**src/rtl/packet_rr_arbiter_if.sv**
```systemverilog
`default_nettype none
// ============================================================================
//  Module      : packet_rr_arbiter_if
//  Description : Request/grant bundle between the input ports of one switch
//                output and its packet arbiter.
//                  vld_input_i  [PORT_N] per-port flit valid
//                  last_input_i [PORT_N] per-port tail-flit marker
//                  out_rdy_i             downstream accepts a flit
//                  grant_o      [PORT_N] one-hot grant, zero when idle
//                  mux_in_sel_o [SEL_W]  granted port index, zero when idle
//                  grant_vld_o           a grant is held
//                  xfer_o                a flit moves this cycle
//                master : the request side, which drives the inputs
//                slave  : the arbiter
//  Revision    : 1.0  initial release
// ============================================================================
interface packet_rr_arbiter_if #(
    parameter int PORT_N = 5
);
    localparam int SEL_W = (PORT_N > 1) ? $clog2(PORT_N) : 1;

    logic [PORT_N-1:0] vld_input_i;
    logic [PORT_N-1:0] last_input_i;
    logic              out_rdy_i;
    logic [PORT_N-1:0] grant_o;
    logic [SEL_W-1:0]  mux_in_sel_o;
    logic              grant_vld_o;
    logic              xfer_o;

    modport master (
        output vld_input_i, last_input_i, out_rdy_i,
        input  grant_o, mux_in_sel_o, grant_vld_o, xfer_o
    );

    modport slave (
        input  vld_input_i, last_input_i, out_rdy_i,
        output grant_o, mux_in_sel_o, grant_vld_o, xfer_o
    );
endinterface
`default_nettype wire

```
**src/rtl/packet_rr_arbiter.sv**
```systemverilog
`default_nettype none
// ============================================================================
//  Module      : packet_rr_arbiter
//  Description : Packet-granular output-port arbiter. From IDLE it picks one
//                valid input (fixed priority, highest index wins, or
//                round-robin from a rotating pointer) and holds that grant
//                until the flagged tail flit has transferred. One idle cycle
//                always separates consecutive packets.
//  Ports       : clk_i   clock
//                rst_ni  asynchronous active-low reset
//                bus     packet_rr_arbiter_if.slave (valid/last/ready in,
//                        grant/select/grant_vld/xfer out)
//  Revision    : 1.0  initial release
// ============================================================================
module packet_rr_arbiter #(
    parameter int PORT_N = 5,
    parameter bit RR_EN  = 1'b1
) (
    input  wire logic            clk_i,
    input  wire logic            rst_ni,
    packet_rr_arbiter_if.slave   bus
);
    localparam int SEL_W = (PORT_N > 1) ? $clog2(PORT_N) : 1;
    localparam logic [SEL_W-1:0] c_last_idx = SEL_W'(PORT_N - 1);

    typedef enum logic [0:0] {
        IDLE   = 1'b0,
        LOCKED = 1'b1
    } state_t;

    state_t            r_state;
    logic [PORT_N-1:0] r_grant;
    logic [SEL_W-1:0]  r_sel;
    logic              r_grant_vld;
    logic [SEL_W-1:0]  r_ptr;

    logic [SEL_W-1:0]  w_win;
    logic              w_any_vld;
    logic              w_xfer;
    logic              w_release;
    logic [SEL_W-1:0]  w_ptr_next;

    assign w_any_vld = |bus.vld_input_i;

    generate
        if (RR_EN) begin : g_rr
            logic [SEL_W:0] w_sum;
            logic [SEL_W:0] w_idx;

            // Scan offsets from farthest to nearest so the last hit is the
            // first valid port at or after the pointer. The sum is one bit
            // wider than the select and folded against PORT_N, which keeps
            // the wrap correct for non-power-of-two port counts.
            always_comb begin
                w_win = '0;
                w_sum = '0;
                w_idx = '0;
                for (int k = PORT_N - 1; k >= 0; k--) begin
                    w_sum = {1'b0, r_ptr} + (SEL_W+1)'(k);
                    if (w_sum >= (SEL_W+1)'(PORT_N)) begin
                        w_idx = w_sum - (SEL_W+1)'(PORT_N);
                    end else begin
                        w_idx = w_sum;
                    end
                    if (bus.vld_input_i[w_idx[SEL_W-1:0]]) begin
                        w_win = w_idx[SEL_W-1:0];
                    end
                end
            end
        end else begin : g_fixed
            // Pointer is held at zero and never consulted in this mode.
            logic w_unused_ptr;
            assign w_unused_ptr = ^r_ptr;

            // Ascending scan: the highest valid index is the last to hit.
            always_comb begin
                w_win = '0;
                for (int i = 0; i < PORT_N; i++) begin
                    if (bus.vld_input_i[i]) begin
                        w_win = SEL_W'(i);
                    end
                end
            end
        end
    endgenerate

    assign w_ptr_next = (w_win == c_last_idx) ? '0 : w_win + SEL_W'(1);

    // r_sel is zero while idle, so gating with r_grant_vld keeps xfer low.
    assign w_xfer    = r_grant_vld & bus.vld_input_i[r_sel] & bus.out_rdy_i;
    assign w_release = w_xfer & bus.last_input_i[r_sel];

    always_ff @(posedge clk_i or negedge rst_ni) begin
        if (!rst_ni) begin
            r_state     <= IDLE;
            r_grant     <= '0;
            r_sel       <= '0;
            r_grant_vld <= 1'b0;
            r_ptr       <= '0;
        end else begin
            case (r_state)
                IDLE: begin
                    if (w_any_vld) begin
                        r_state     <= LOCKED;
                        r_grant     <= PORT_N'(1) << w_win;
                        r_sel       <= w_win;
                        r_grant_vld <= 1'b1;
                        if (RR_EN) begin
                            r_ptr <= w_ptr_next;
                        end
                    end
                end
                LOCKED: begin
                    // Only the owner's tail transfer ends the packet; other
                    // requesters cannot preempt.
                    if (w_release) begin
                        r_state     <= IDLE;
                        r_grant     <= '0;
                        r_sel       <= '0;
                        r_grant_vld <= 1'b0;
                    end
                end
                default: begin
                    r_state     <= IDLE;
                    r_grant     <= '0;
                    r_sel       <= '0;
                    r_grant_vld <= 1'b0;
                end
            endcase
        end
    end

    assign bus.grant_o      = r_grant;
    assign bus.mux_in_sel_o = r_sel;
    assign bus.grant_vld_o  = r_grant_vld;
    assign bus.xfer_o       = w_xfer;

endmodule
`default_nettype wire
```
**src/flat_wrapper.sv**
```systemverilog
// flat-port wrapper written by rule: the top's interface ports become plain ports
module packet_rr_arbiter_flat 
#(
    parameter int PORT_N = 5,
    parameter bit RR_EN  = 1'b1
)
  (clk_i, rst_ni, bus_vld_input_i, bus_last_input_i, bus_out_rdy_i, bus_grant_o, bus_mux_in_sel_o, bus_grant_vld_o, bus_xfer_o);
  packet_rr_arbiter_if #(.PORT_N(PORT_N)) bus_i ();
  input  wire logic clk_i;
  input  wire logic rst_ni;
  input wire logic [$bits(bus_i.vld_input_i)-1:0] bus_vld_input_i;
  input wire logic [$bits(bus_i.last_input_i)-1:0] bus_last_input_i;
  input wire logic [$bits(bus_i.out_rdy_i)-1:0] bus_out_rdy_i;
  output wire logic [$bits(bus_i.grant_o)-1:0] bus_grant_o;
  output wire logic [$bits(bus_i.mux_in_sel_o)-1:0] bus_mux_in_sel_o;
  output wire logic [$bits(bus_i.grant_vld_o)-1:0] bus_grant_vld_o;
  output wire logic [$bits(bus_i.xfer_o)-1:0] bus_xfer_o;
  assign bus_i.vld_input_i = bus_vld_input_i;
  assign bus_i.last_input_i = bus_last_input_i;
  assign bus_i.out_rdy_i = bus_out_rdy_i;
  assign bus_grant_o = bus_i.grant_o;
  assign bus_mux_in_sel_o = bus_i.mux_in_sel_o;
  assign bus_grant_vld_o = bus_i.grant_vld_o;
  assign bus_xfer_o = bus_i.xfer_o;
  packet_rr_arbiter #(.PORT_N(PORT_N), .RR_EN(RR_EN)) u_core (.clk_i(clk_i), .rst_ni(rst_ni), .bus(bus_i));
endmodule
```
**config.mk**
```make
export PLATFORM = sky130hd
export DESIGN_NAME = packet_rr_arbiter_flat
export DESIGN_NICKNAME = d
export VERILOG_FILES = /design/src/rtl/packet_rr_arbiter_if.sv /design/src/rtl/packet_rr_arbiter.sv /design/src/flat_wrapper.sv
export SDC_FILE = /design/constraint.sdc
export NUM_CORES = 1
export LEC_CHECK = 0
export ABC_AREA = 1
export CAP_MARGIN = 20
export CORE_UTILIZATION = 40
export CTS_BUF_LIST = sky130_fd_sc_hd__clkbuf_16
export DETAILED_ROUTE_END_ITERATION = 12
export GPL_ROUTABILITY_DRIVEN = 1
export PLACE_DENSITY = 0.66
export RECOVER_POWER = 100
export SYNTH_ARGS = -nofsm -noshare
export SYNTH_HDL_FRONTEND = slang
export SYNTH_SLANG_ARGS = --single-unit
```
**constraint.sdc**
```tcl
create_clock -name clk_i -period 5.1 [get_ports clk_i]
set_input_delay 0.51 -clock clk_i [delete_from_list [all_inputs] [get_ports clk_i]]
set_output_delay 0.51 -clock clk_i [all_outputs]
set_load 0.05 [all_outputs]
```
==> results.rst, run 1 <==
Run summary
-----------

.. list-table::
   :header-rows: 1

   * - Metric
     - Value
   * - Clock period minus worst slack
     - 3770 ps
   * - Core Util at FP
     - 41.8%
   * - Pre-CTS WS
     - 1750 ps
   * - Area fraction in compound gates after synthesis
     - 15.8%
   * - Final tally of max-slew violations
     - 0
   * - Most numerous logic cells after layout
     - 81 x nand2_1, 38 x nand3_1, 37 x inv_1, 17 x o21ai_0, 13 x dfrtp_1
   * - Leading cell types by count after synthesis
     - 81 x nand2_1, 38 x nand3_1, 35 x inv_1
   * - Global-route congestion overflow total
     - 0
   * - # placed instances
     - 318
   * - Drt total wl
     - 3860 um
   * - Summed instance area of the synthesized netlist
     - 1530 sq um
   * - Clock network share of area
     - 4.25%
   * - First-pass GRT wire length
     - 6760 um
   * - Met2 global-route usage
     - 33.8%
   * - Outcome
     - completed
   * - Switching power of the nets
     - 58.6 uW
   * - Number of endpoints failing setup at the final stage
     - 0
   * - Area taken by multi-input logic gates
     - 1020 sq um
   * - Category of the most critical setup path
     - reg -> reg
   * - Share of synthesized cell area in and, or, nand and nor gates
     - 40.7%
   * - RSZ-0062 raised after global routing
     - false
   * - Synth top cell by count
     - nand2_1
   * - Sum of buffers and inverters on the critical path
     - 5
   * - Power per cell area
     - 151 nW/um^2
   * - Combinational share of cell area
     - 54.8%
   * - Final worst clock skew
     - 0.960 ps
   * - Count of H-tree levels built during CTS
     - 1
   * - Largest vdd supply drop
     - 0.204 mV
   * - Antenna diode count
     - 0
   * - Routed wire length on met2
     - 1720 um
   * - Synth async-reset ratio
     - 100%
   * - Number of cells produced by synthesis
     - 250
   * - TritonCTS clock tree
     - built
[run 1: how the worst max path moves through the flow]
stage | endpoint | depth (start not counted) | slack (ps) | startpoint
after floorplan | u_core.r_ptr[2] | 22 | 2150 | u_core.r_ptr[0]
after global placement | u_core.r_ptr[2] | 21 | 1730 | u_core.r_ptr[0]
after detailed placement | u_core.r_ptr[2] | 21 | 1750 | u_core.r_ptr[0]
after CTS | u_core.r_ptr[2] | 21 | 1700 | u_core.r_ptr[0]
after global routing | u_core.r_ptr[2] | 19 | 870 | u_core.r_ptr[0]
final | u_core.r_ptr[2] | 19 | 1330 | u_core.r_ptr[0]
[run 1: registers in the layout (all words and copies together) (netlist names)]
signal / flops
u_core.r_state: 1
u_core.r_ptr: 3
u_core.bus.mux_in_sel_o: 3
u_core.bus.grant_vld_o: 1
u_core.bus.grant_o: 5
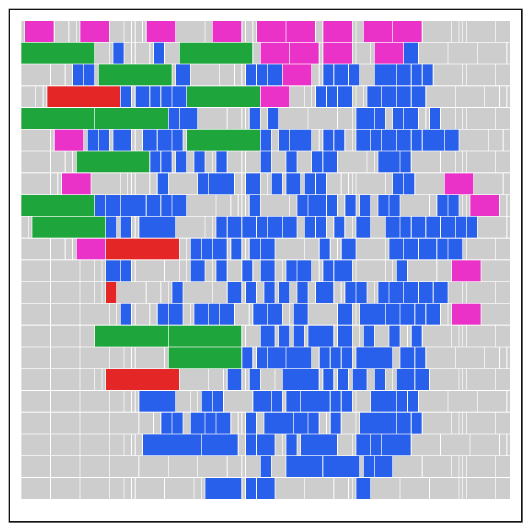
Figure 1: run 1, placed cells, one colour a class.
(8 px per um) Fill, decap, tap and diode cells in grey.
colour	class	cells	share of their area
blue	combinational and other logic	235	65%
red	clock drivers and dummy loads	4	4.4%
magenta	remaining buffers and delay cells	22	12%
green	sequential cells	13	18%

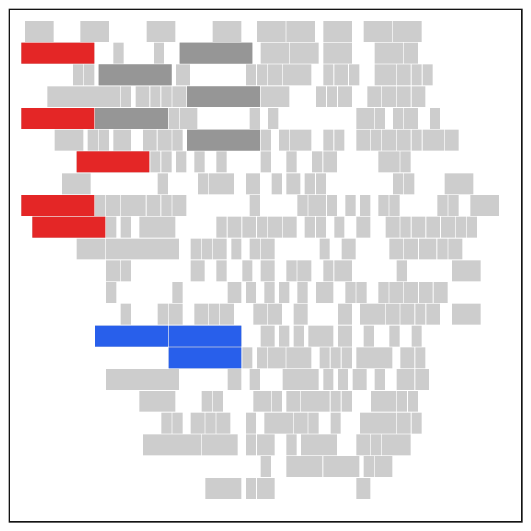
Figure 2: run 1, where the registers sit.
(8 px per um) Other sequential cells in the stronger grey, the rest of the logic in the fainter grey.
colour	signal	sequential cells
blue	u_core.r_ptr	3
red	u_core.bus.grant_o	5
register share of the cell area: 17.5%
Final Core Density: 50.7%
flip-flop and latch power: 104 uW
Seq. cell area: 325 sq um

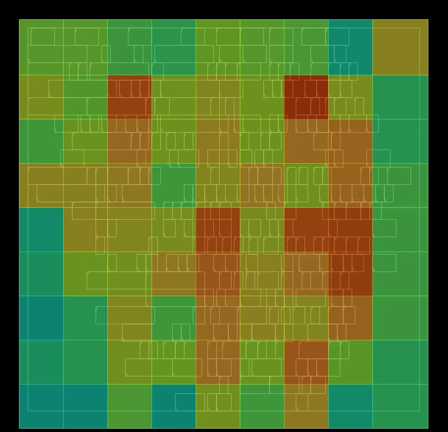
Figure 3: run 1, routing congestion map.
total global routing track utilization: 21.2%
average wire per standard cell: 12.0 um

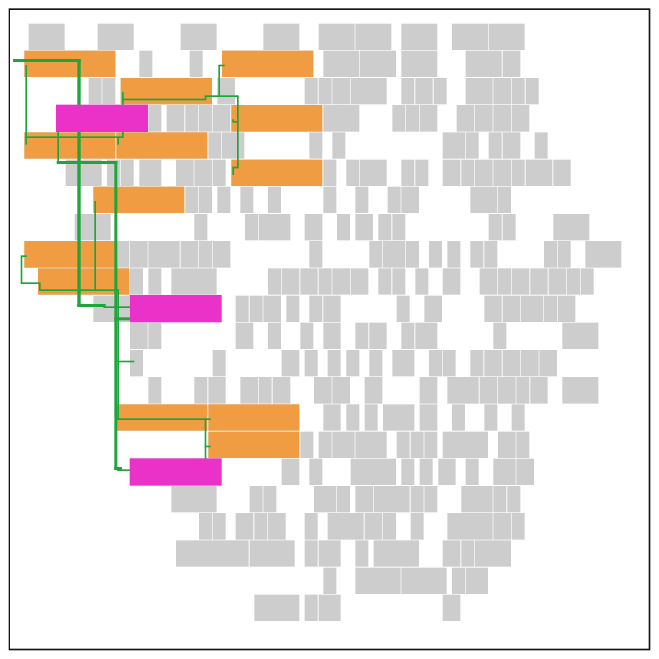
Figure 4: run 1, routed clock nets over the placement.
(10 px per um)
[green] clock wires | length: 184 um
[magenta] clock drivers | count: 3
[orange] flip-flops | count: 13
routed clock nets	4

## Run 2: what changed since run 1
Clock period 5.1 ns to 3.7 ns, I/O delays scaled along.
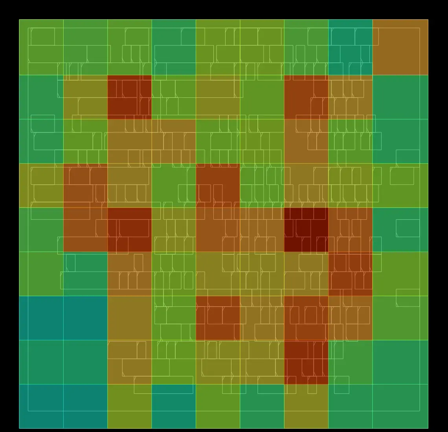
Figure 5: run 2, routing congestion map.
met2 global-route usage: 34.0%
met3 layer usage reported by global route: 1.61%
Final Core Density: 51.1%
total global routing track utilization: 21.7%
met1 track demand over resource: 30.2%

==> run 2 against run 1 <==
Against the previous run: die area stayed put; routed wire length rose by 4.8%; clock skew about the same; synthesized cell count unchanged; hold slack about the same; fmax increased by 20%; via count is 0.86% higher; cell count is 0.31% higher; global-route usage rose by 0.52 points; sequential power increased by 38%; clock power rose by 37%; cell area increased by 0.67%; critical path type unchanged; critical endpoint unchanged.
==> results.rst, run 2 <==
Run summary
-----------

.. list-table::
   :header-rows: 1

   * - Metric
     - Value
   * - Largest register FFs
     - 5 (unchanged)
   * - Category of the most critical setup path
     - reg -> reg
   * - Drt total wl
     - 4040 um (+4.8%)
   * - Synth async-reset ratio
     - 100% (unchanged)
   * - Power per cell area
     - 206 nW/um^2 (+37%)
   * - Setup Fix Bufs, Post-CTS
     - 0
   * - Synth top cell by count
     - nand2_1
   * - Largest vdd supply drop
     - 0.228 mV (+12%)
   * - Routed wire length on met2
     - 1730 um (+0.58%)
   * - Cell depth of the worst setup path
     - 20 (+1)
   * - TritonCTS clock tree
     - built
   * - Worst setup path endpoint
     - u_core.r_ptr[2]
   * - Outcome
     - completed
   * - Share of synthesized cell area in and, or, nand and nor gates
     - 40.7% (unchanged)
   * - First-pass GRT wire length
     - 6980 um (+3.3%)
   * - Antenna diode count
     - 0 (unchanged)
   * - Cell at the slowest stage of the critical path
     - dfrtp_1
   * - Number of endpoints failing setup at the final stage
     - 0 (unchanged)
   * - # placed instances
     - 319 (+0.31%)
   * - Number of cells produced by synthesis
     - 250 (unchanged)
   * - Clock period minus worst slack
     - 3150 ps (-626 ps)
   * - Final tally of max-slew violations
     - 0 (unchanged)
   * - Most numerous logic cells after layout
     - 82 x nand2_1, 38 x nand3_1, 37 x inv_1, 17 x o21ai_0, 13 x dfrtp_1
   * - Leading cell types by count after synthesis
     - 81 x nand2_1, 38 x nand3_1, 35 x inv_1
   * - Summed instance area of the synthesized netlist
     - 1530 sq um (unchanged)
   * - RSZ-0062 raised after global routing
     - false
   * - Core Util at FP
     - 41.8% (unchanged)
   * - CP Launch Point
     - u_core.r_ptr[1]
   * - Pre-CTS WS
     - 604 ps (-1150 ps)
   * - Total vias in the final route
     - 1639
   * - Global-route congestion overflow total
     - 0 (unchanged)
   * - Crit path cell chain
     - inv_1 > ha_1 > ha_1 > nand2_1 > nand2_1 > o21ai_2 > nand3_1 > nand2_1 > nand2_1 > nand2_1 > nand2_1 > nand3_1 > nand2_1 > a21oi_2 > nand2_1 > inv_1 > ha_1 > nor2_1 > nand2_1 > o21ai_0
   * - Final worst clock skew
     - 1.06 ps (+0.102 ps)
==> run 2: cell count changes in the layout (fill, tap and decap cells not counted) <==
cell      before  now
a21boi_0       1    0
a21boi_2       0    1
buf_4          0    1
nand2_1       81   82
nand2_2        6    5
o21ai_1        1    0
o21ai_2        2    3
==> run 2: where the power goes <==
group | internal, uW | switching (uW) | leakage [uW]
combinational | 20.0 | 25.5 | 0.000840
sequential | 143 | 0 | 0.000150
clock | 142 | 55.6 | 0.0000423
==> run 2: area by class of cell <==
type | count | area [sq um]
fillers | 380 | 1790
multi-input cells | 194 | 1020
flip-flops and latches | 13 | 325
repair buffers | 23 | 228
inverters | 41 | 155
clock buffers | 3 | 75.1
well taps | 48 | 60.1
clock inverters | 1 | 3.75
Power is estimated from default activity; no workload was simulated.
